### Routing congestion, run 1

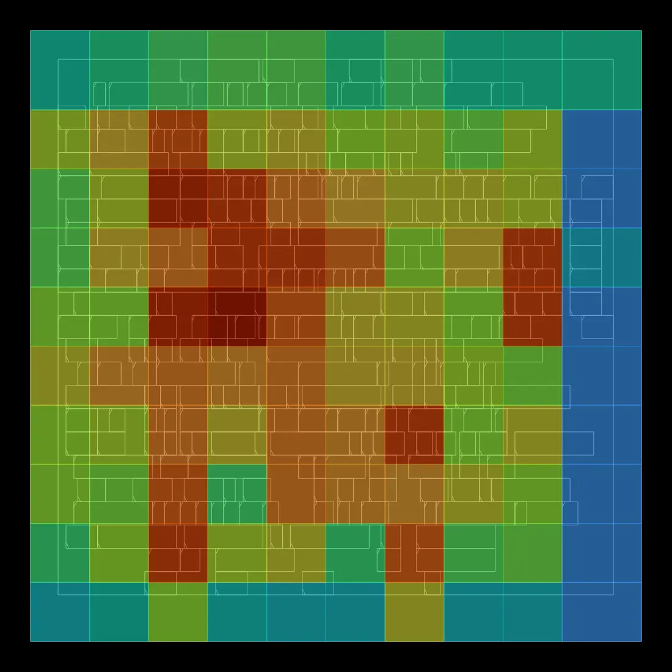
### Pin placement, run 1

Scale: 4 px per µm. Pins as bars across the die edge, other pins in gray.
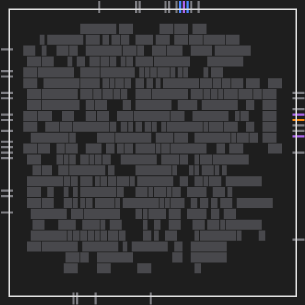
### Nets reached from selected ports, run 1

Scale: 4 px per µm.
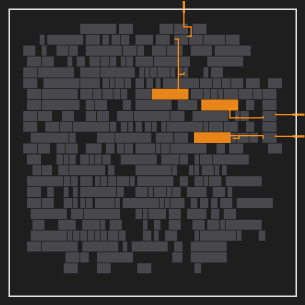
==> config.mk <==
export PLATFORM = sky130hd
export DESIGN_NAME = vga_timing_gen
export DESIGN_NICKNAME = d
export VERILOG_FILES = /design/src/rtl/vga_timing_gen.sv
export SDC_FILE = /design/constraint.sdc
export NUM_CORES = 1
export LEC_CHECK = 0
export CORE_MARGIN = 3
export CORE_UTILIZATION = 55
export CTS_CLUSTER_DIAMETER = 80
export DETAILED_ROUTE_END_ITERATION = 10
export GPL_ROUTABILITY_DRIVEN = 1
export PLACE_DENSITY = 0.91
export SLEW_MARGIN = 5
export SYNTH_ARGS = -nofsm -noshare
export SYNTH_HDL_FRONTEND = slang
export SYNTH_SLANG_ARGS = --single-unit
==> constraint.sdc <==
create_clock -name clk -period 2.9 [get_ports clk]
set_input_delay 0.435 -clock clk [delete_from_list [all_inputs] [get_ports clk]]
set_output_delay 0.435 -clock clk [all_outputs]
set_load 0.02 [all_outputs]
==> src/rtl/vga_timing_gen.sv <==
// VGA raster timing generator with registered sync, strobes and colouriser.
// All outputs are computed from the pre-increment counter position on each pixel tick.
module vga_timing_gen #(
    parameter int H_ACTIVE = 640,
    parameter int H_FP     = 16,
    parameter int H_SYNC   = 96,
    parameter int H_BP     = 48,
    parameter int V_ACTIVE = 480,
    parameter int V_FP     = 10,
    parameter int V_SYNC   = 2,
    parameter int V_BP     = 33,
    parameter bit HS_POL   = 1'b0,
    parameter bit VS_POL   = 1'b0,
    parameter int CW       = 1,
    parameter int CNT_W    = 10
) (
    input  logic             clk,
    input  logic             rst_n,
    input  logic             en,
    input  logic             pixval,
    input  logic [1:0]       mode,
    input  logic [3*CW-1:0]  fg_color,
    input  logic [3*CW-1:0]  bg_color,
    output logic [CNT_W-1:0] xpix,
    output logic [CNT_W-1:0] ypix,
    output logic             hsync,
    output logic             vsync,
    output logic             active,
    output logic             line_start,
    output logic             frame_start,
    output logic [3*CW-1:0]  rgb
);

    localparam int H_TOTAL = H_ACTIVE + H_FP + H_SYNC + H_BP;
    localparam int V_TOTAL = V_ACTIVE + V_FP + V_SYNC + V_BP;
    localparam int BAR_W   = (H_ACTIVE / 8 < 1) ? 1 : H_ACTIVE / 8;

    localparam logic [CNT_W-1:0] X_LAST   = CNT_W'(H_TOTAL - 1);
    localparam logic [CNT_W-1:0] Y_LAST   = CNT_W'(V_TOTAL - 1);
    localparam logic [CNT_W-1:0] X_VIS    = CNT_W'(H_ACTIVE);
    localparam logic [CNT_W-1:0] Y_VIS    = CNT_W'(V_ACTIVE);
    localparam logic [CNT_W-1:0] HS_BEG   = CNT_W'(H_ACTIVE + H_FP);
    localparam logic [CNT_W-1:0] HS_END   = CNT_W'(H_ACTIVE + H_FP + H_SYNC);
    localparam logic [CNT_W-1:0] VS_BEG   = CNT_W'(V_ACTIVE + V_FP);
    localparam logic [CNT_W-1:0] VS_END   = CNT_W'(V_ACTIVE + V_FP + V_SYNC);
    localparam logic [CNT_W-1:0] BAR_LAST = CNT_W'(BAR_W - 1);

    logic [1:0]       mode_q;
    logic [2:0]       bar_q;
    logic [CNT_W-1:0] bcnt_q;

    logic             x_end;
    logic             y_end;
    logic             vis;
    logic             hs_on;
    logic             vs_on;
    logic [3*CW-1:0]  bar_rgb;
    logic [3*CW-1:0]  pix_rgb;

    always_comb begin
        x_end   = (xpix == X_LAST);
        y_end   = (ypix == Y_LAST);
        vis     = (xpix < X_VIS) && (ypix < Y_VIS);
        hs_on   = (xpix >= HS_BEG) && (xpix < HS_END);
        vs_on   = (ypix >= VS_BEG) && (ypix < VS_END);
        bar_rgb = {{CW{bar_q[2]}}, {CW{bar_q[1]}}, {CW{bar_q[0]}}};
        pix_rgb = '0;
        unique case (mode_q)
            2'd0: pix_rgb = pixval ? fg_color : bg_color;
            2'd1: pix_rgb = pixval ? bg_color : fg_color;
            2'd2: pix_rgb = fg_color;
            2'd3: pix_rgb = bar_rgb;
        endcase
    end

    always_ff @(posedge clk or negedge rst_n) begin
        if (!rst_n) begin
            xpix        <= '0;
            ypix        <= '0;
            mode_q      <= '0;
            bar_q       <= '0;
            bcnt_q      <= '0;
            hsync       <= ~HS_POL;
            vsync       <= ~VS_POL;
            active      <= 1'b0;
            line_start  <= 1'b0;
            frame_start <= 1'b0;
            rgb         <= '0;
        end else if (en) begin
            xpix <= x_end ? '0 : xpix + 1'b1;
            if (x_end) begin
                ypix <= y_end ? '0 : ypix + 1'b1;
            end
            hsync       <= hs_on ? HS_POL : ~HS_POL;
            vsync       <= vs_on ? VS_POL : ~VS_POL;
            active      <= vis;
            line_start  <= (xpix == '0);
            frame_start <= (xpix == '0) && (ypix == '0);
            rgb         <= vis ? pix_rgb : '0;
            if (x_end && y_end) begin
                mode_q <= mode;
            end
            // bar_q tracks the bar of the next pixel; stays at 7 past the last full bar
            if (x_end) begin
                bar_q  <= '0;
                bcnt_q <= '0;
            end else if (bcnt_q == BAR_LAST) begin
                bcnt_q <= '0;
                if (bar_q != 3'd7) begin
                    bar_q <= bar_q + 1'b1;
                end
            end else begin
                bcnt_q <= bcnt_q + 1'b1;
            end
        end
    end

endmodule

==> results.json, run 1 <==
{
  "status": "complete, no violations",
  "period_needed_ns": 1.95,
  "grt_start_max_net_pins": 44,
  "die_x_um": 71.4,
  "drt-pass1-iter-count": 4,
  "power_density_mw_per_mm2": 545,
  "syn_nets": 257,
  "crit_chain": "clkdlybuf4s50_1",
  "synth_seq_share": 0.459,
  "final-comb-area_mm2": 0.00117,
  "worstPathRequired_ns": 2.47,
  "drc": 0,
  "edf_count": 0,
  "synth_area_mm2": 0.00235,
  "dpl.hpwl_um": 3560,
  "grt_pass1_vias": 1895,
  "slew_headroom": 0.385,
  "tns_ns": 0,
  "num_antenna_cells": 0,
  "seq_area_mm2": 0.00108,
  "hold_violations": 0,
  "critPathLaunchType": "register",
  "layout_worst_path_cycle_share": 0.673,
  "post_cts_resized": 0,
  "critPathMaxFanout": 9,
  "crit_family": "buffers and inverters",
  "clk_latency_ns": 0.30,
  "drive_above_1_share": 0.0719,
  "holdBufCountCts": 0,
  "ff_type": "dfrtp_1",
  "tool_warnings": 28,
  "yosysTopAreaCell": "dfrtp_1",
  "h-tree-depth": 2,
  "setup_violations": 0,
  "cts_root_buf": "clkbuf_8",
  "lay_top_cells": "dfrtp_1 (41), clkdlybuf4s50_1 (38), nand2_1 (19)"
}
-- 'Routing congestion' (at the start) --
GRT Total Usage: 0.218
Avg WL per Cell: 15.8 µm

-- 'Pin placement' (at the start) --
port	color	pins	direction	edge
rgb	purple	3	output	2 east, 1 north
mode	blue	2	input	north
pixval	orange	1	input	east
all pins by edge	15 west, 11 north, 10 east, 4 south

-- 'Nets reached from selected ports' (at the start) --
port	color	bits	direction	end cells	buffers	wire
rgb	orange	3	output	3	3	60.7 µm
number of I/O port buffers: 39
I/O pins: 40

run 1: metal layers:
layer,global-route usage,part of all wire
met5,0,0
met3,0.0449,0.048
met1,0.299,0.46
met2,0.337,0.47
met4,0.0939,0.019
run 1: Yosys cell counts, drive strengths merged, types with 3 or more instances:
library cell,number
and3,7
and4,4
buf,5
clkbuf,3
dfrtp,41
ha,7
inv,13
mux2i,5
nand2,20
nand2b,4
nand3,14
nand4,12
nor2,19
nor2b,3
nor3,5
o21ai,17
o22ai,6
xnor2,6
xor2,11
run 1: report_power, final:
| part | leakage (nW) | switching [mW] | internal, mW |
|---|---|---|---|
| clock | 0.0515 | 0.204 | 0.217 |
| combinational | 0.634 | 0.177 | 0.168 |
| sequential | 0.555 | 0.117 | 0.674 |
| total | 1.24 | 0.499 | 1.06 |
run 1: sequential cells by signal, summed over array words and instances, names as in the netlist:
register     flops
ypix            10
mode_q           2
hsync            1
active           1
xpix            10
frame_start      1
line_start       1
rgb              3
bar_q            3
bcnt_q          10
vsync            1
run 1: logic make-up after synthesis:
family	Yosys count	synth area share
and+or+nand+nor	99	0.242
AOI/OAI and AO/OA	44	0.124
DFF	43	0.459
buffers and inverters	21	0.0410
xor gates and xnor gates	17	0.0634
muxes	7	0.0341
adders and majority gates	7	0.0373
run 1: path summary, 6_finish.rpt:
kind	slack, ns	to
max	0.95	xpix[4]
min	0.27	bcnt_q[9]
max reg2reg	1.00	ypix[8]
min reg2reg	0.53	line_start
max in group asynchronous	2.06	line_start
min in group clk	0.53	line_start
run 1: cell type report:
cell class | count | share of cell area
Tap cell | 50 | 0.0219
Inverter | 13 | 0.0171
Clock buffer | 8 | 0.0350
Timing Repair Buffer | 40 | 0.137
Sequential cell | 43 | 0.377
Multi-Input combinational cell | 174 | 0.411
### Sequential cells grouped by signal name, run 1

Scale: 4 px per µm. Other sequential cells in the stronger gray, the rest of the logic in the fainter gray.
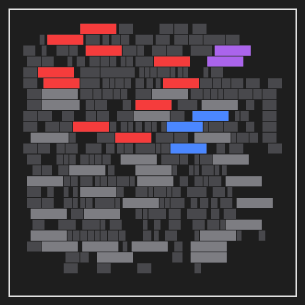

--- run 2 (diff from run 1) ---
CORE_UTILIZATION = 48   (was 55)
PLACE_DENSITY = 0.85   (was 0.91)
clock period = 1.7 ns   (was 2.9 ns; I/O delays follow)
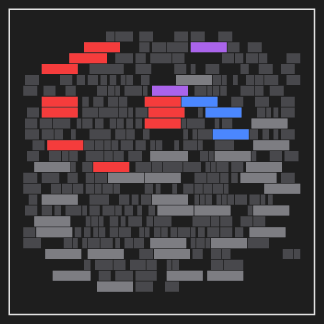
*Sequential cells grouped by signal name, run 2*
Scale: 4 px per µm. Other sequential cells in the stronger gray, the rest of the logic in the fainter gray.
name in the netlist	color	flops
ypix	red	10
mode_q	purple	2
bar_q	blue	3
not colored	28
FF/Latch Area: 0.00108 mm²
Final Util: 0.679
fraction of area in registers: 0.351

==> run 2 against run 1 <==
Cell count rose by 12%; non-clock buffer count grew 25; worst hold slack lost 0.25 ns; flip-flop count did not move.
==> results.json, run 2 <==
{
  "grt_start_max_net_pins": 44,
  "ff_type": "dfrtp_1",
  "holdBufCountCts": 0,
  "drt-pass1-iter-count": 4,
  "endpoint": "xpix[1]",
  "synth_seq_share": 0.459,
  "h-tree-depth": 2,
  "hold_violations": 0,
  "ios": 40,
  "drtIter0Drc": 102,
  "syn_nets": 257,
  "cts_root_buf": "clkbuf_8",
  "synthTopCellsByCount": "dfrtp_1 (41), nand2_1 (19), nor2_1 (18)",
  "grtUsageTotal": 0.199,
  "lay_top_cells": "dfrtp_1 (40), buf_4 (26), clkdlybuf4s50_1 (22)",
  "power_density_mw_per_mm2": 851,
  "numPortBuffers": 39,
  "grt_pass1_wl_um": 9430,
  "most_common_cell": "dfrtp_1",
  "post_cts_resized": 9,
  "drc": 0,
  "ff2ff_setup_slack_ns": 0.08,
  "reg2reg_to": "ypix[2]",
  "grt_pass1_vias": 2022,
  "routedWlPerCell_um": 15.2,
  "die_x_um": 76.0,
  "num_antenna_cells": 0,
  "critPathLaunchType": "register",
  "yosysTopAreaCell": "dfrtp_1",
  "setup_violations": 0,
  "period_needed_ns": 1.66,
  "dpl.hpwl_um": 3900,
  "status": "complete, no violations",
  "syn_to_final_growth_pct": 30.9,
  "edf_count": 0,
  "synth_cell_type_count": 49,
  "worstPathRequired_ns": 1.44,
  "drive_above_1_share": 0.169,
  "tool_warnings": 28,
  "clk_latency_ns": 0.30
}
==> run 2: cell counts after synthesis <==
Identical to the previous run, type by type.
==> run 2: report_power, final <==
part	switching, mW	internal [mW]	total [mW]
registers	0.161	1.15	1.31
clock network	0.335	0.283	0.619
logic	0.354	0.334	0.688
total	0.850	1.77	2.62
==> run 2: critical path, cell delays in order, from the launching register on <==
cell,delay (ns)
dfrtp_1,0.37
buf_4,0.13
clkdlybuf4s50_1,0.61
==> run 2: cells by family after synthesis <==
kind of cell / after synthesis / share of synthesized area
flops: 43 / 0.459
compound gates: 44 / 0.124
xor+xnor: 17 / 0.0634
buf+inv: 21 / 0.0410
simple gates: 99 / 0.242
fa+ha+maj: 7 / 0.0373
mux: 7 / 0.0341
==> run 2: per-stage QoR <==
stage          setup WS, ns   util  power, mW  hold slack (ns)  TNS (ns)
2_1_floorplan       0.00649      -       1.69          -0.0406         0
3_3_place_gp        -0.0442  0.650       1.99            0.356    -0.269
3_5_place_dp         -0.108  0.650       2.02            0.357    -0.868
4_1_cts              0.0214  0.665       2.62           0.0315         0
5_1_grt             0.00156  0.679       2.78           0.0774         0
6_report             0.0418  0.679       2.62           0.0192         0
==> run 2: per-layer routing <==
metal / track usage / part of all wire / vias to the layer above
met5: 0 / 0 / -
met4: 0.0634 / 0.013 / 0
met3: 0.0427 / 0.047 / 9
met2: 0.325 / 0.49 / 61
met1: 0.264 / 0.45 / 979
li1: - / - / 991
==> run 2: layout make-up <==
class	count	area, µm²	area share
Clock buffer	7	76.3	0.0248
Inverter	13	48.8	0.0159
Multi-Input combinational cell	174	1200	0.390
Sequential cell	43	1080	0.351
Tap cell	65	81.3	0.0264
Timing Repair Buffer	65	591	0.192
Power is estimated from default activity; no workload was simulated.
